**config.mk**
```make
export PLATFORM = sky130hd
export DESIGN_NAME = seg7_scan_driver
export DESIGN_NICKNAME = d
export VERILOG_FILES = /design/src/rtl/seg7_scan_driver.sv
export SDC_FILE = /design/constraint.sdc
export NUM_CORES = 1
export LEC_CHECK = 0
export CORE_MARGIN = 3
export CORE_UTILIZATION = 49
export DETAILED_ROUTE_END_ITERATION = 7
export PLACE_DENSITY = 0.76
export SETUP_SLACK_MARGIN = 0.02
export SYNTH_ARGS = -nofsm -noshare
export SYNTH_HDL_FRONTEND = slang
export SYNTH_SLANG_ARGS = --single-unit
```
**constraint.sdc**
```tcl
create_clock -name clk -period 2.3 [get_ports clk]
set_input_delay 0.69 -clock clk [delete_from_list [all_inputs] [get_ports clk]]
set_output_delay 0.69 -clock clk [all_outputs]
set_load 0.01 [all_outputs]
```
**src/rtl/seg7_scan_driver.sv**
```systemverilog
// Eight-digit common-anode seven-segment scan driver with frame-synchronous
// shadow capture, per-digit blink and registered active-low outputs.
module seg7_scan_driver #(
  parameter int unsigned SCAN_DIV  = 50000,
  parameter int unsigned BLINK_DIV = 12500000
) (
  input  logic        clk,
  input  logic        rst,
  input  logic        EN,
  input  logic [31:0] Disp_num,
  input  logic [7:0]  point_in,
  input  logic [7:0]  LE,
  output logic [7:0]  AN,
  output logic [7:0]  SEGMENT,
  output logic        frame_done
);

  localparam int unsigned SCAN_W  = (SCAN_DIV  > 1) ? $clog2(SCAN_DIV)  : 1;
  localparam int unsigned BLINK_W = (BLINK_DIV > 1) ? $clog2(BLINK_DIV) : 1;
  localparam logic [SCAN_W-1:0]  SCAN_LAST  = SCAN_W'(SCAN_DIV - 1);
  localparam logic [BLINK_W-1:0] BLINK_LAST = BLINK_W'(BLINK_DIV - 1);

  logic [SCAN_W-1:0]  scan_cnt;
  logic [2:0]         digit;
  logic [BLINK_W-1:0] blink_cnt;
  logic               blink_phase;
  logic [31:0]        shadow_num;
  logic [7:0]         shadow_pt;
  logic [7:0]         shadow_le;

  logic       scan_wrap_c;
  logic       frame_end_c;
  logic       blink_wrap_c;
  logic [3:0] nibble_c;
  logic [7:0] an_nxt_c;
  logic [7:0] seg_nxt_c;

  // Active-low g..a pattern for one hex nibble
  function automatic logic [6:0] hex_to_seg(input logic [3:0] h);
    logic [6:0] s;
    case (h)
      4'h0: s = 7'h40;
      4'h1: s = 7'h79;
      4'h2: s = 7'h24;
      4'h3: s = 7'h30;
      4'h4: s = 7'h19;
      4'h5: s = 7'h12;
      4'h6: s = 7'h02;
      4'h7: s = 7'h78;
      4'h8: s = 7'h00;
      4'h9: s = 7'h10;
      4'hA: s = 7'h08;
      4'hB: s = 7'h03;
      4'hC: s = 7'h46;
      4'hD: s = 7'h21;
      4'hE: s = 7'h06;
      default: s = 7'h0E;
    endcase
    return s;
  endfunction

  // Scan/blink wrap detection and next output values
  always_comb begin
    scan_wrap_c  = (scan_cnt == SCAN_LAST);
    frame_end_c  = scan_wrap_c && (digit == 3'd7);
    blink_wrap_c = (blink_cnt == BLINK_LAST);
    nibble_c     = shadow_num[{digit, 2'b00} +: 4];
    an_nxt_c     = 8'hFF;
    seg_nxt_c    = 8'hFF;
    if (EN) begin
      an_nxt_c = ~(8'b1 << digit);
      // Blinking digit keeps its anode driven but shows nothing in the off phase
      if (!(shadow_le[digit] && !blink_phase)) begin
        seg_nxt_c = {~shadow_pt[digit], hex_to_seg(nibble_c)};
      end
    end
  end

  // Digit scan counter and frame-boundary shadow capture
  always_ff @(posedge clk) begin
    if (rst) begin
      scan_cnt   <= '0;
      digit      <= 3'd0;
      shadow_num <= 32'h0;
      shadow_pt  <= 8'h00;
      shadow_le  <= 8'h00;
      frame_done <= 1'b0;
    end else begin
      frame_done <= frame_end_c;
      if (scan_wrap_c) begin
        scan_cnt <= '0;
        digit    <= digit + 3'd1;
      end else begin
        scan_cnt <= scan_cnt + SCAN_W'(1);
      end
      if (frame_end_c) begin
        shadow_num <= Disp_num;
        shadow_pt  <= point_in;
        shadow_le  <= LE;
      end
    end
  end

  // Free-running blink timer
  always_ff @(posedge clk) begin
    if (rst) begin
      blink_cnt   <= '0;
      blink_phase <= 1'b1;
    end else if (blink_wrap_c) begin
      blink_cnt   <= '0;
      blink_phase <= ~blink_phase;
    end else begin
      blink_cnt <= blink_cnt + BLINK_W'(1);
    end
  end

  always_ff @(posedge clk) begin
    if (rst) begin
      AN      <= 8'hFF;
      SEGMENT <= 8'hFF;
    end else begin
      AN      <= an_nxt_c;
      SEGMENT <= seg_nxt_c;
    end
  end

endmodule

```
Fig. 1: routed metal, one color a layer
Scale bar: 20 um.
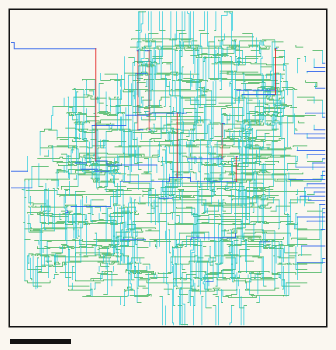
[metal 4] red | wire length: 144 um
[metal 2] cyan | wire length: 4740 um
[metal 1] green | wire length: 4430 um
[metal 3] blue | wire length: 388 um
routed len/inst: 13.3 um
Detailed Route WL: 9700 um
count of vias placed by the detailed router: 3724
Total Routing Usage GR: 19.1%

Fig. 2: register map, names as in the netlist
Scale bar: 20 um.
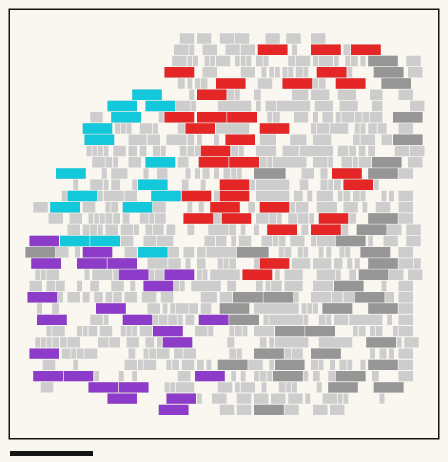
[shadow_num] red | placed flops: 32
[blink_cnt] purple | placed flops: 24
[scan_cnt] cyan | placed flops: 16
share of the core filled with cells in the final layout: 63.8%
Sequential cell area: 2180 um2

==> metrics.cfg <==
[outcome]
run_status=finished clean

[finish]
buffers_excl_clock=84
n_clock_buffer=10
logic_area_um2=2310
final-instance-count-excl-fill=728
layout.sequential_cells=109
layout.nets=662
final_common_cell=sky130_fd_sc_hd__nand2_1
layout.cells.most_common_list=sky130_fd_sc_hd__nand2_1, sky130_fd_sc_hd__dfxtp_1, sky130_fd_sc_hd__clkdlybuf4s50_1, sky130_fd_sc_hd__nor2_1, sky130_fd_sc_hd__a21oi_1
fillers=765
diode_count=0
comb-cell-share_pct=40.2
layout.cells.largest_class=combinational gates
seq_total_area_pct=38.1
fraction_of_final_layout_cells_with_drive_strength_greater_than_1_pct=8.97
clkCellAreaFrac_pct=3.60
flow.area_growth_from_synthesis_pct=23.1
bufAreaShareNonClock_pct=14.6
post-route-cell-area_um2=5730
nMultiInputCombCells=382

[clock_network]
root_buffer=sky130_fd_sc_hd__clkbuf_8
holdBufCountCts=0
ctsHtreeMaxLevel=3
cts_tree=yes
post_cts.repair.setup_buffers=0
cts_num_sinks=109
clk_latency_ns=0.37
cts.clk_slew.worst_paths_ns=0.10

[final_timing]
maxClockFrequency_mhz=459
hold_violations=0
final.min_clock_period_ns=2.18
layout_worst_path_cycle_share_pct=94.6
setup_viol=0
fin_ws_ns=0.123
setup_tns_ns=0
finalMaxSlewViolations=0
hold_ws_ns=0.457

[setup_path]
worstSetupStartpointType=flip-flop
worstPathCellList=or4_1 -> or4_4 -> or2_1 -> buf_12 -> nand2_1 -> a21oi_1
worst_ep_required_time_ns=2.54
cp.arrival_ns=2.42
crit_path_max_fanout=48
criticalPathCategory=reg -> reg

[place]
hpwlAfterDp_um=7050

[die]
core_um2=8980
die_width_um=103
tap-cell-count=126
initial_utilization_pct=51.9
std_cell_rows=34

[worst_hold_path]
hp-class=reg -> reg

[global_routing]
grt_first_pass_wirelength_um=16200
grt.overflow.total=0
via_count_of_the_first_global_routing_pass=3619
groute.layer.met2.usage_pct=32.9

[logic_synthesis]
yosys_warnings=0
netlist-cell-type-count=46
top_area_cell=sky130_fd_sc_hd__dfxtp_1
number_of_storage_elements_in_the_synthesis_netlist=109
syn_area_per_cell_um2=8.82
number_of_flops_mapped_to_enable_cells_by_yosys=0
top_cell=sky130_fd_sc_hd__nand2_1
yosysSeqAreaShare_pct=46.9
total_standard_cell_area_after_synthesis_um2=4650

[job]
timing.max_cap.violations=0
openroad.warnings=35

[pwr]
cellLeakagePower_nw=2.02
totalPowerFinal_w=0.00325

[drt]
dr.first_iter.drc_count=151
avgViaCountPerCell=5.12
antenna_violating_nets_post_route=0

Fig. 3: track usage over the die
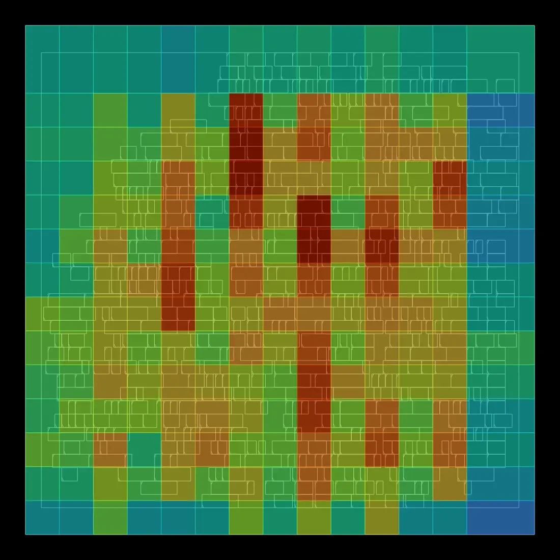
layer with the highest usage after global routing: met2
met1 demand-to-capacity share in global routing: 23.7%
met3 Track Usage GR: 4.29%

-- sequential cells by signal, indices dropped and copies added (netlist names) --
register,flops
shadow_num,32
blink_cnt,24
scan_cnt,16
AN,8
SEGMENT,8
shadow_le,8
shadow_pt,8
digit,3
blink_phase,1
frame_done,1
-- critical path: cells and delay by family (launching register included) --
| family | cells | cell delay (ns) |
|---|---|---|
| and+or+nand+nor | 4 | 1.43 |
| DFF | 1 | 0.36 |
| buffers and inverters | 1 | 0.19 |
| AOI/OAI and AO/OA | 1 | 0.07 |
-- logic make-up (layout without fill, tap and decap cells) --
kind of cell	count (synthesis)	in the layout	synth area share, %
buffers and inverters	37	111	4.03
adders and majority gates	14	14	3.76
AOI/OAI and AO/OA	70	70	8.60
muxes	19	19	6.88
xor gates and xnor gates	38	38	7.15
DFF	109	109	46.9
and+or+nand+nor	241	241	22.7
-- routing by layer --
layer,part of all wire (%),vias up
met5,0,-
met3,4.0,14
met4,1.5,0
li1,-,1909
met2,49,75
met1,46,1726
-- worst paths after layout --
| check | start | slack, ns | to | cells after the start |
|---|---|---|---|---|
| setup / recovery | scan_cnt[11] | 0.12 | shadow_num[7] | 6 |
| hold / removal | shadow_num[23] | 0.46 | shadow_num[23] | 2 |
| setup reg to reg | scan_cnt[11] | 0.12 | shadow_num[7] | 6 |
| hold reg to reg | shadow_num[23] | 0.46 | shadow_num[23] | 2 |
-- repair_timing --
| action | in CTS | in global routing |
|---|---|---|
| endpoints found under the hold margin | 0 | 0 |
| gates resized | 1 | 3 |
| gates cloned | 0 | 0 |
| endpoints found under the setup margin | 1 | 6 |
-- power breakdown --
group / switching, W / internal, W
sequential: 0.00000954 / 0.00190
combinational: 0.0000589 / 0.000103
clock: 0.000635 / 0.000541
Power is estimated from default activity; no workload was simulated.
